Fig. 1: placed standard cells
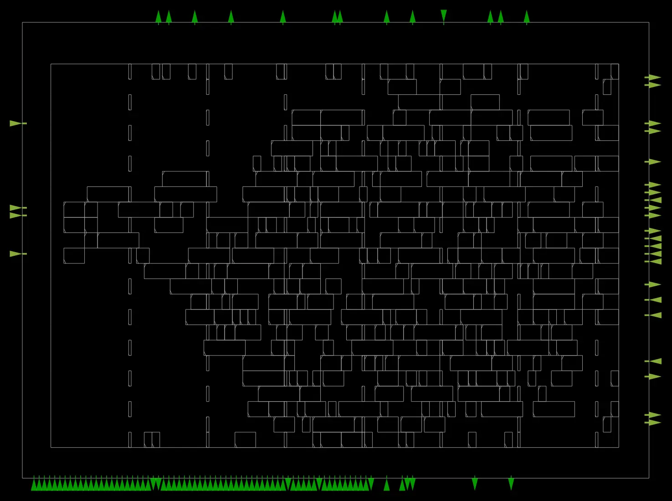
Fig. 2: drive-strength map
(2 px per um)
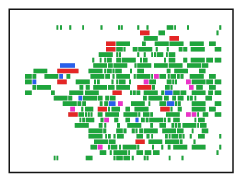
## src/rtl/wb_spi_slave_if.sv

```systemverilog
// ----------------------------------------------------------------------------
// wb_spi_slave_if
//   Wishbone bus bundle for the SPI slave peripheral.
//   Signal names keep the peripheral-side view (_i driven by the master,
//   _o driven by the slave).
//   wb_adr_i  [31:0]  word address, only [3:2] decoded by the slave
//   wb_dat_i  [31:0]  write data
//   wb_dat_o  [31:0]  read data
//   wb_sel_i  [3:0]   byte selects
//   wb_stb_i, wb_cyc_i, wb_we_i   strobe / cycle / write enable
//   wb_ack_o          acknowledge
// ----------------------------------------------------------------------------
interface wb_spi_slave_if;
  logic [31:0] wb_adr_i;
  logic [31:0] wb_dat_i;
  logic [31:0] wb_dat_o;
  logic [3:0]  wb_sel_i;
  logic        wb_stb_i;
  logic        wb_cyc_i;
  logic        wb_we_i;
  logic        wb_ack_o;

  modport slave (
    input  wb_adr_i, wb_dat_i, wb_sel_i, wb_stb_i, wb_cyc_i, wb_we_i,
    output wb_dat_o, wb_ack_o
  );

  modport master (
    output wb_adr_i, wb_dat_i, wb_sel_i, wb_stb_i, wb_cyc_i, wb_we_i,
    input  wb_dat_o, wb_ack_o
  );
endinterface

```

## src/rtl/wb_spi_slave.sv

```systemverilog
// ----------------------------------------------------------------------------
// wb_spi_slave
//   Wishbone-attached SPI target (mode 0, MSB first, 8-bit frames).
//   An external master shifts bytes in on spi_mosi and out on spi_miso; the
//   CPU drains received bytes and queues transmit bytes through four
//   word-aligned registers (RXDATA, TXDATA, STATUS, CTRL).
// Ports:
//   clk, reset     system clock, synchronous active-high reset
//   wb             Wishbone slave modport (see wb_spi_slave_if)
//   spi_sck        SPI clock from the external master (asynchronous)
//   spi_cs_n       chip select, active low (asynchronous)
//   spi_mosi       serial data in
//   spi_miso       serial data out, idles high while not selected
//   intr           level interrupt, active high
// ----------------------------------------------------------------------------
module wb_spi_slave #(
  parameter int          sync_stages = 2,
  parameter logic [7:0]  idle_byte   = 8'hFF
) (
  input  logic              clk,
  input  logic              reset,
  wb_spi_slave_if.slave     wb,
  input  logic              spi_sck,
  input  logic              spi_cs_n,
  input  logic              spi_mosi,
  output logic              spi_miso,
  output logic              intr
);

  // Fewer than two stages would not be a synchroniser at all.
  localparam int Stages = (sync_stages < 2) ? 2 : sync_stages;

  // Synchroniser chains plus a "primed" chain that tells us when the
  // synchronised pins reflect real pin values rather than reset fill.
  logic [Stages-1:0] sckSync_q, csSync_q, mosiSync_q, primeSync_q;
  logic              sckDly_q, csDly_q;
  logic              armed_q, armed_d;

  logic [2:0]  bitCnt_q, bitCnt_d;
  logic [7:0]  rxShift_q, rxShift_d;
  logic [7:0]  txShift_q, txShift_d;
  logic [7:0]  rxBuf_q, rxBuf_d;
  logic [7:0]  txBuf_q, txBuf_d;
  logic        rxFull_q, rxFull_d;
  logic        txFull_q, txFull_d;
  logic        overrun_q, overrun_d;
  logic [1:0]  ctrl_q, ctrl_d;
  logic        ack_q, ack_d;
  logic [31:0] datO_q, datO_d;
  logic        intr_q, intr_d;

  logic        sckS, csS, mosiS, syncValid;
  logic        sckRise, sckFall, csFall, active;
  logic        wbReq, wbWrite, wbRead;
  logic        rxRead, txWrite, statusWrite, ctrlWrite;
  logic        byteDone, txReload;
  logic [7:0]  newByte;
  logic [31:0] rdData;
  logic        unusedBits;

  assign sckS      = sckSync_q[Stages-1];
  assign csS       = csSync_q[Stages-1];
  assign mosiS     = mosiSync_q[Stages-1];
  assign syncValid = primeSync_q[Stages-1];

  // A transfer only counts once chip select has been seen high after reset,
  // so a frame already in progress when reset released is ignored.
  assign active  = armed_q & ~csS;
  assign csFall  = armed_q & csDly_q & ~csS;
  assign sckRise = sckS & ~sckDly_q;
  assign sckFall = ~sckS & sckDly_q;

  assign wbReq       = wb.wb_stb_i & wb.wb_cyc_i & ~ack_q;
  assign wbWrite     = wbReq & wb.wb_we_i;
  assign wbRead      = wbReq & ~wb.wb_we_i;
  assign rxRead      = wbRead  & (wb.wb_adr_i[3:2] == 2'd0);
  assign txWrite     = wbWrite & (wb.wb_adr_i[3:2] == 2'd1);
  assign statusWrite = wbWrite & (wb.wb_adr_i[3:2] == 2'd2);
  assign ctrlWrite   = wbWrite & (wb.wb_adr_i[3:2] == 2'd3);

  assign newByte  = {rxShift_q[6:0], mosiS};
  assign byteDone = active & ~csFall & sckRise & (bitCnt_q == 3'd7);
  assign txReload = csFall | (active & sckFall & (bitCnt_q == 3'd0));

  assign spi_miso    = active ? txShift_q[7] : 1'b1;
  assign intr        = intr_q;
  assign wb.wb_ack_o = ack_q;
  assign wb.wb_dat_o = datO_q;

  // Byte selects and undecoded address/data bits are intentionally ignored.
  assign unusedBits = ^{wb.wb_sel_i, wb.wb_adr_i[31:4], wb.wb_adr_i[1:0],
                        wb.wb_dat_i[31:8]};

  // Read multiplexer; sampled into datO_q on the request edge so a read
  // always returns the register contents from before that edge's updates.
  always_comb begin
    rdData = 32'h0;
    case (wb.wb_adr_i[3:2])
      2'd0:    rdData = {24'h0, rxBuf_q};
      2'd1:    rdData = 32'h0;
      2'd2:    rdData = {28'h0, ~csS, overrun_q, txFull_q, rxFull_q};
      default: rdData = {30'h0, ctrl_q};
    endcase
  end

  // Next-state logic for the shifters, buffers and flags. Ordering inside
  // the block sets priority: a TX write lands after a reload that consumed
  // the old buffer, and an overrun set beats a software clear.
  always_comb begin
    armed_d   = armed_q | (syncValid & csS);
    bitCnt_d  = bitCnt_q;
    rxShift_d = rxShift_q;
    txShift_d = txShift_q;
    rxBuf_d   = rxBuf_q;
    txBuf_d   = txBuf_q;
    rxFull_d  = rxFull_q;
    txFull_d  = txFull_q;
    overrun_d = overrun_q;
    ctrl_d    = ctrl_q;

    if (!active) begin
      bitCnt_d = 3'd0;
    end else if (csFall) begin
      bitCnt_d  = 3'd0;
      rxShift_d = 8'h00;
    end else if (sckRise) begin
      rxShift_d = newByte;
      bitCnt_d  = bitCnt_q + 3'd1;
    end

    if (txReload) begin
      txShift_d = txFull_q ? txBuf_q : idle_byte;
      txFull_d  = 1'b0;
    end else if (active && sckFall) begin
      txShift_d = {txShift_q[6:0], 1'b0};
    end

    if (byteDone) begin
      // A read in the same cycle frees the buffer, so no byte is lost.
      if (!rxFull_q || rxRead) begin
        rxBuf_d  = newByte;
        rxFull_d = 1'b1;
      end else begin
        overrun_d = 1'b1;
      end
    end else if (rxRead) begin
      rxFull_d = 1'b0;
    end

    if (statusWrite && wb.wb_dat_i[2] && !(byteDone && rxFull_q && !rxRead)) begin
      overrun_d = 1'b0;
    end

    if (txWrite) begin
      txBuf_d  = wb.wb_dat_i[7:0];
      txFull_d = 1'b1;
    end

    if (ctrlWrite) begin
      ctrl_d = wb.wb_dat_i[1:0];
    end
  end

  // Bus handshake outputs and the interrupt are registered.
  always_comb begin
    ack_d  = wbReq;
    datO_d = wbRead ? rdData : 32'h0;
    intr_d = (ctrl_q[0] & rxFull_q) | (ctrl_q[1] & ~txFull_q);
  end

  // All state updates on the rising edge with synchronous reset.
  always_ff @(posedge clk) begin
    if (reset) begin
      sckSync_q   <= '0;
      csSync_q    <= '1;
      mosiSync_q  <= '0;
      primeSync_q <= '0;
      sckDly_q    <= 1'b0;
      csDly_q     <= 1'b1;
      armed_q     <= 1'b0;
      bitCnt_q    <= 3'd0;
      rxShift_q   <= 8'h00;
      txShift_q   <= 8'h00;
      rxBuf_q     <= 8'h00;
      txBuf_q     <= 8'h00;
      rxFull_q    <= 1'b0;
      txFull_q    <= 1'b0;
      overrun_q   <= 1'b0;
      ctrl_q      <= 2'b00;
      ack_q       <= 1'b0;
      datO_q      <= 32'h0;
      intr_q      <= 1'b0;
    end else begin
      sckSync_q   <= {sckSync_q[Stages-2:0], spi_sck};
      csSync_q    <= {csSync_q[Stages-2:0], spi_cs_n};
      mosiSync_q  <= {mosiSync_q[Stages-2:0], spi_mosi};
      primeSync_q <= {primeSync_q[Stages-2:0], 1'b1};
      sckDly_q    <= sckS;
      csDly_q     <= csS;
      armed_q     <= armed_d;
      bitCnt_q    <= bitCnt_d;
      rxShift_q   <= rxShift_d;
      txShift_q   <= txShift_d;
      rxBuf_q     <= rxBuf_d;
      txBuf_q     <= txBuf_d;
      rxFull_q    <= rxFull_d;
      txFull_q    <= txFull_d;
      overrun_q   <= overrun_d;
      ctrl_q      <= ctrl_d;
      ack_q       <= ack_d;
      datO_q      <= datO_d;
      intr_q      <= intr_d;
    end
  end

endmodule

```

## src/flat_wrapper.sv

```systemverilog
// flat-port wrapper written by rule: the top's interface ports become plain ports
module wb_spi_slave_flat 
#(
  parameter int          sync_stages = 2,
  parameter logic [7:0]  idle_byte   = 8'hFF
)
  (clk, reset, spi_sck, spi_cs_n, spi_mosi, spi_miso, intr, wb_wb_adr_i, wb_wb_dat_i, wb_wb_sel_i, wb_wb_stb_i, wb_wb_cyc_i, wb_wb_we_i, wb_wb_dat_o, wb_wb_ack_o);
  wb_spi_slave_if wb_i ();
  input  logic clk;
  input  logic reset;
  input  logic spi_sck;
  input  logic spi_cs_n;
  input  logic spi_mosi;
  output logic spi_miso;
  output logic intr;
  input wire logic [$bits(wb_i.wb_adr_i)-1:0] wb_wb_adr_i;
  input wire logic [$bits(wb_i.wb_dat_i)-1:0] wb_wb_dat_i;
  input wire logic [$bits(wb_i.wb_sel_i)-1:0] wb_wb_sel_i;
  input wire logic [$bits(wb_i.wb_stb_i)-1:0] wb_wb_stb_i;
  input wire logic [$bits(wb_i.wb_cyc_i)-1:0] wb_wb_cyc_i;
  input wire logic [$bits(wb_i.wb_we_i)-1:0] wb_wb_we_i;
  output wire logic [$bits(wb_i.wb_dat_o)-1:0] wb_wb_dat_o;
  output wire logic [$bits(wb_i.wb_ack_o)-1:0] wb_wb_ack_o;
  assign wb_i.wb_adr_i = wb_wb_adr_i;
  assign wb_i.wb_dat_i = wb_wb_dat_i;
  assign wb_i.wb_sel_i = wb_wb_sel_i;
  assign wb_i.wb_stb_i = wb_wb_stb_i;
  assign wb_i.wb_cyc_i = wb_wb_cyc_i;
  assign wb_i.wb_we_i = wb_wb_we_i;
  assign wb_wb_dat_o = wb_i.wb_dat_o;
  assign wb_wb_ack_o = wb_i.wb_ack_o;
  wb_spi_slave #(.sync_stages(sync_stages), .idle_byte(idle_byte)) u_core (.clk(clk), .reset(reset), .wb(wb_i), .spi_sck(spi_sck), .spi_cs_n(spi_cs_n), .spi_mosi(spi_mosi), .spi_miso(spi_miso), .intr(intr));
endmodule
```

## config.mk

```make
export PLATFORM = sky130hd
export DESIGN_NAME = wb_spi_slave_flat
export DESIGN_NICKNAME = d
export VERILOG_FILES = /design/src/rtl/wb_spi_slave_if.sv /design/src/rtl/wb_spi_slave.sv /design/src/flat_wrapper.sv
export SDC_FILE = /design/constraint.sdc
export NUM_CORES = 1
export LEC_CHECK = 0
export CAP_MARGIN = 40
export CORE_ASPECT_RATIO = 0.7
export CORE_MARGIN = 5
export CORE_UTILIZATION = 35
export CTS_CLUSTER_SIZE = 10
export DETAILED_ROUTE_END_ITERATION = 7
export PLACE_DENSITY = 0.69
export SYNTH_ARGS = -nofsm -noshare
export SYNTH_HDL_FRONTEND = slang
export SYNTH_SLANG_ARGS = --single-unit
```

## constraint.sdc

```tcl
create_clock -name clk -period 2.2 [get_ports clk]
set_clock_uncertainty 0.05 [all_clocks]
set_input_delay 0.44 -clock clk [delete_from_list [all_inputs] [get_ports clk]]
set_output_delay 0.44 -clock clk [all_outputs]
set_load 0.02 [all_outputs]
```

==> Changelog: implementation <==
### Changed

* Worst Hold Class: reg -> reg
* First-pass GRT wire length at 7.78 mm
* Fin util at 44.0%
* Post-CTS setup buffers at 0
* R2r setup slk at 0.38 ns
* CP max stage delay at 0.60 ns
* Die x size at 111 um
* Largest net degree at the start of global routing at 23
* Worst hold path stage count at 1
* Crit end category: output pin
* Floorplan row count at 25
* Critical path type: reg -> out
* Commonest Layout Cell: dfxtp_1
* Static Leak at 1.12 nW
* Die height at 80.8 um
* Post-route ant nets at 0
* GRT Util Overall at 11.0%
* Drt first-iter violations at 82
* Final period util at 96.2%
* Dominant register cell: dfxtp_1
* Crit path max-delay family: buffers and inverters
* Maximum Capacitance Violations at 0
* Crit path to: spi_miso
* WP depth at 3
* Period minus WS final at 2.12 ns
* GPL Wtd Cong at 0.784
* Actual slew at the worst max-slew pin at 0.534 ns
* Crit-path max FO at 6
* Drt first pass iters at 4
* Worst-path cell chain: and2b_1 -> nand2b_1 -> clkdlybuf4s50_1
* Final tally of hold violations at 0
* TritonCTS clock tree: done
* Setup TNS at 0 ns
* Clock buffer depth at 2
* Htree depth at 3
* Post-synth area from yosys stat at 2510 um^2
* Data arrival, critical path at 1.63 ns
* Filler Cells Inserted at 666
* Post-place setup slack at -0.0466 ns
* Nets at 383
* Synth Seq Share at 47.9%
* Synthesized instance count at 271
* GRT overflow at 0
* Worst R2R End: u_core.txShift_q[6]$_SDFFE_PP0P_
* Critical-path top delay cell: clkdlybuf4s50_1
* TritonCTS buffer count at 9
* FP Util at 36.6%
* Outcome: completed
* Hold EP: u_core.csSync_q[1]$_SDFF_PP1_
* Ys async rst share at 0%
* Latency at later pin at 0.33 ns
* DR vias at 1800
* Crit path from: u_core.csSync_q[1]$_SDFF_PP1_
* Clock-pin slew on the worst setup and hold paths at 0.06 ns
* WL/cell at 11.5 um
* Worst reg2reg path depth at 6
* Hold_ws at 0.368 ns
* Final setup violation count at 0
* Max Slew Vio Count at 0
* Vias/cell at 4.48
* Ports at 111
* Largest area contributor in the netlist: dfxtp_1
* CTS Hold Bufs at 0
* Required time of the critical path at 1.71 ns
* Number of global-route vias before repair at 1691
* Worst Min Path Start: u_core.csSync_q[0]$_SDFF_PP1_
* Yosys warns at 0
* Antenna violations before repair at 0
* Chip Area at 8980 um^2
* Most frequent cells in the layout: 59 x dfxtp_1, 28 x clkdlybuf4s50_1, 27 x nand2_1, 27 x nor2_1, 24 x conb_1
* IO buf count at 28
* Post-synth cell types at 39
* Ys cells at 271
* Dpl cell area at 2820 um^2
* Peak supply drop at 0.305 mV
* Ant diodes at 0
* Inst Count DP at 387
## Picture notes: Fig. 1
Finished Layout Cells: 402
CORE AREA: 6850 um^2

## Picture notes: Fig. 2
[magenta] x3 and x4 | cells: 10 | share: 3.2%
[green] x1 and smaller | cells: 278 | share: 90%
[blue] x2 | cells: 8 | share: 2.6%
[red] x6 and larger | cells: 12 | share: 3.9%
final worst slack: 0.0842 ns
nonclk buf count: 37
post-route cell area: 3010 um^2
area grow syn2layout: 20.1%

kinds of logic after synthesis:
kind of cell	Yosys count	share of synthesized area, %
flops	60	47.9
buf+inv	48	11.6
mux	22	8.88
xor+xnor	1	0.349
other cells	1	0.150
simple gates	99	19.4
fa+ha+maj	3	1.50
compound gates	37	10.3
synthesized netlist by cell type (all sizes together), types with 2 or more instances:
master and instances:
nor2b 9, and2 4, ha 3, or2 4, nor2 27, a21oi 13
mux2i 20, nand4 2, nand3b 2, or3 2, a311o 7, mux2 2
and3b 2, nand2b 5, nand2 27, a22oi 9, inv 9, o21a 2
nor3 11, dfxtp 60, clkbuf 9, o21ai 3, buf 29
routing by layer:
layer,part of all wire (%),global-route usage [%],wire [um]
met1,50,14.3,2310
met2,41,15.6,1900
met3,7.4,4.84,344
met4,1.7,5.10,78
met5,0,0,0
layout make-up:
cell class | instances | area (um^2) | share of cell area [%]
Clock buffer | 11 | 141 | 4.69
Clock inverter | 4 | 50.0 | 1.66
Inverter | 10 | 37.5 | 1.25
Multi-Input combinational cell | 186 | 1100 | 36.6
Sequential cell | 60 | 1200 | 39.9
Tap cell | 94 | 118 | 3.91
Timing Repair Buffer | 37 | 360 | 12.0
report_power, final:
group	switching [W]	internal [W]	total (W)
clock	0.000404	0.000545	0.000949
combinational	0.0000846	0.0000539	0.000139
sequential	0.00000949	0.00110	0.00111
flip-flops by register name (all words and copies together) (netlist names), 3 cells and up:
name,flops
u_core.txShift_q,8
u_core.txBuf_q,8
u_core.bitCnt_q,3
u_core.wb.wb_dat_o,8
u_core.rxShift_q,7
u_core.rxBuf_q,8
what timing repair did:
| item | CTS | global route |
|---|---|---|
| endpoints found under the hold margin | 0 | 0 |
| setup endpoints to repair | 1 | 0 |
| gates resized | 1 | 0 |
No activity file was given, so power comes from the tool's default toggle rates.
